Fig. 1: routed metal, one colour a layer
Two of the layers only.
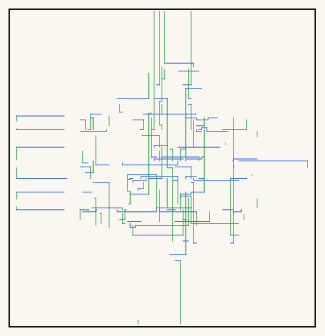
Fig. 2: signal metal coverage by tile
The die is cut into 11 by 11 equal tiles; dark blue is low, red is high, scaled to the fullest tile. Values are wire area over tile area, all layers added.
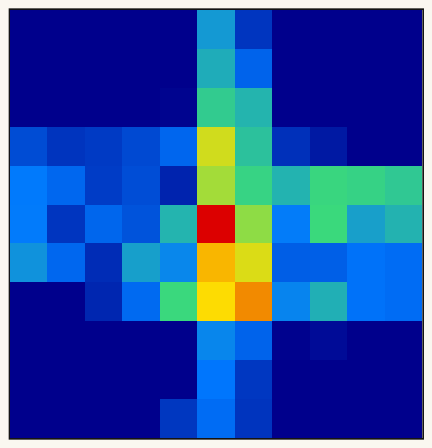
Fig. 3: placement by cell class
Fill, decap, tap and diode cells in grey.
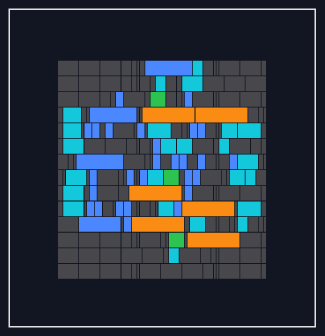
Fig. 4: clock wiring as the flow saved it
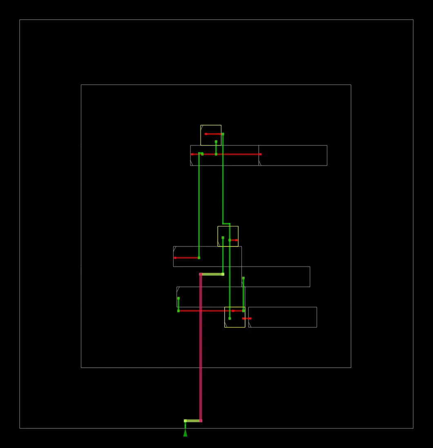
===== config.mk =====
export PLATFORM = sky130hd
export DESIGN_NAME = adder_4_flat
export DESIGN_NICKNAME = d
export VERILOG_FILES = /design/src/rtl/adder_4_if.sv /design/src/rtl/adder_4.sv /design/src/flat_wrapper.sv
export SDC_FILE = /design/constraint.sdc
export NUM_CORES = 1
export LEC_CHECK = 0
export ABC_AREA = 1
export CORE_AREA = 8 8 45 47
export DETAILED_ROUTE_END_ITERATION = 12
export DIE_AREA = 0 0 53 55
export SLEW_MARGIN = 20
export SYNTH_ARGS = -nofsm -noshare
export SYNTH_HDL_FRONTEND = slang
export SYNTH_SLANG_ARGS = --single-unit

===== constraint.sdc =====
create_clock -name clk -period 0.8 [get_ports clk]
set_input_delay 0.12 -clock clk [delete_from_list [all_inputs] [get_ports clk]]
set_output_delay 0.12 -clock clk [all_outputs]
set_load 0.01 [all_outputs]

===== src/rtl/adder_4_if.sv =====
// Operand/result bundle for the registered nibble adder.
// The ovf signal exists only when ADDER_4_OVF_EN is defined.
interface adder_4_if;
  logic [3:0] a;
  logic [3:0] b;
  logic       cin;
  logic       in_valid;
  logic [3:0] sum;
  logic       cout;
  logic       out_valid;
`ifdef ADDER_4_OVF_EN
  logic       ovf;

  modport master (
    output a, b, cin, in_valid,
    input  sum, cout, out_valid, ovf
  );

  modport slave (
    input  a, b, cin, in_valid,
    output sum, cout, out_valid, ovf
  );
`else
  modport master (
    output a, b, cin, in_valid,
    input  sum, cout, out_valid
  );

  modport slave (
    input  a, b, cin, in_valid,
    output sum, cout, out_valid
  );
`endif
endinterface


===== src/rtl/adder_4.sv =====
// Registered 4-bit ripple-carry adder producing {cout, sum} one cycle after in_valid.
// Optional registered signed-overflow flag enabled by ADDER_4_OVF_EN.
module adder_4 (
  input logic      clk,
  input logic      rst,
  adder_4_if.slave bus
);
  localparam int WIDTH = 4;

  logic [WIDTH:0]   c;
  logic [WIDTH-1:0] s;

  assign c[0] = bus.cin;

  for (genvar i = 0; i < WIDTH; i++) begin : g_fa
    assign s[i]   = bus.a[i] ^ bus.b[i] ^ c[i];
    assign c[i+1] = (bus.a[i] & bus.b[i]) | (c[i] & (bus.a[i] ^ bus.b[i]));
  end

  logic [WIDTH-1:0] sum_q, sum_d;
  logic             cout_q, cout_d;
  logic             valid_q, valid_d;

  // Hold path selects the registers, so operands with in_valid low never reach them.
  always_comb begin
    sum_d   = sum_q;
    cout_d  = cout_q;
    valid_d = 1'b0;
    if (bus.in_valid) begin
      sum_d   = s;
      cout_d  = c[WIDTH];
      valid_d = 1'b1;
    end
  end

  always_ff @(posedge clk or posedge rst) begin
    if (rst) begin
      sum_q   <= '0;
      cout_q  <= 1'b0;
      valid_q <= 1'b0;
    end else begin
      sum_q   <= sum_d;
      cout_q  <= cout_d;
      valid_q <= valid_d;
    end
  end

  assign bus.sum       = sum_q;
  assign bus.cout      = cout_q;
  assign bus.out_valid = valid_q;

`ifdef ADDER_4_OVF_EN
  logic ovf_q, ovf_d;

  // Signed overflow: carry into the sign bit differs from carry out of it.
  always_comb begin
    ovf_d = ovf_q;
    if (bus.in_valid) begin
      ovf_d = c[WIDTH-1] ^ c[WIDTH];
    end
  end

  always_ff @(posedge clk or posedge rst) begin
    if (rst) begin
      ovf_q <= 1'b0;
    end else begin
      ovf_q <= ovf_d;
    end
  end

  assign bus.ovf = ovf_q;
`endif
endmodule


===== src/flat_wrapper.sv =====
// flat-port wrapper written by rule: the top's interface ports become plain ports
module adder_4_flat 
  (clk, rst, bus_a, bus_b, bus_cin, bus_in_valid, bus_sum, bus_cout, bus_out_valid);
  adder_4_if bus_i ();
  input logic clk;
  input logic rst;
  input wire logic [$bits(bus_i.a)-1:0] bus_a;
  input wire logic [$bits(bus_i.b)-1:0] bus_b;
  input wire logic [$bits(bus_i.cin)-1:0] bus_cin;
  input wire logic [$bits(bus_i.in_valid)-1:0] bus_in_valid;
  output wire logic [$bits(bus_i.sum)-1:0] bus_sum;
  output wire logic [$bits(bus_i.cout)-1:0] bus_cout;
  output wire logic [$bits(bus_i.out_valid)-1:0] bus_out_valid;
  assign bus_i.a = bus_a;
  assign bus_i.b = bus_b;
  assign bus_i.cin = bus_cin;
  assign bus_i.in_valid = bus_in_valid;
  assign bus_sum = bus_i.sum;
  assign bus_cout = bus_i.cout;
  assign bus_out_valid = bus_i.out_valid;
  adder_4 u_core (.clk(clk), .rst(rst), .bus(bus_i));
endmodule

==> metrics.yaml <==
fin_util: 0.416
mux_share: 0
logic_area_sq_um: 144
synthXorXnorAreaFrac: 0
arrival_ps: 1790
die_w_microns: 53
crit_type: "in2reg"
violations: "setup timing"
preCtsSetupSlack_ps: -1490
use_met2: 0.0840
finalClockSkew_ps: 0
fillers: 157
ys_sh_adder: 0.242
clock_latency_ps: 240
fin_ws_ps: -805
clock_area_frac: 0.0391
comb_area_frac: 0.250
p_seq_frac: 0.387
ys_types: 5
maxPowerGroup: "registers"
drive_gt1_frac: 0.438
p_clk_uw: 272
nWellTaps: 16
highest_layer: "met4"
fin_crit_sh: 2.01
p_switching_uw: 258
edf_count: 0
placed_cell_area_sq_um: 574
cts_htree_levels: 1
setup_violations: 10
grt_pass1_vias: 345
sh_seq_area: 0.261
total_power_uw: 958
io-pin-count: 18
rsz0062_at_grt: "true"
cp_max_fo: 1
core-area_sq_um: 1380
synth.area.top_cells: "dfrtp_1, fa_1, nand2_1, inv_1, inv_2"
maxSlewViolCount: 0
power.clock.fraction: 0.284
outcome: "complete, but fails checks"
final_cells: 80
crit_end: "u_core.bus.sum[3]$_DFFE_PP0P_"
cp_num_cells: 11
place_inst: 76
largest_reg_flops: 4
hp-class: "in2async"
lay_top_count: "nand2_1"
maxCapViolCount: 0
n_sequential_cell: 6
ff_type: "dfrtp_1"
Notes on Fig. 1 above:
legend:
  met2:
    colour: green
    wire_length: 346 microns
  met1:
    colour: blue
    wire_length: 313 microns

Notes on Fig. 2 above:
tiles over half the peak: 6.6%
fullest tile: 0.25
mean over tiles: 0.043

Notes on Fig. 3 above:
legend:
  cells driving clock nets:
    colour: green
    cells: 3
  other buffers and delay cells:
    colour: cyan
    cells: 24
  all other logic:
    colour: blue
    cells: 31
  flip-flops:
    colour: orange
    cells: 6

Notes on Fig. 4 above:
clock buffer count: 3
# clock sinks: 6

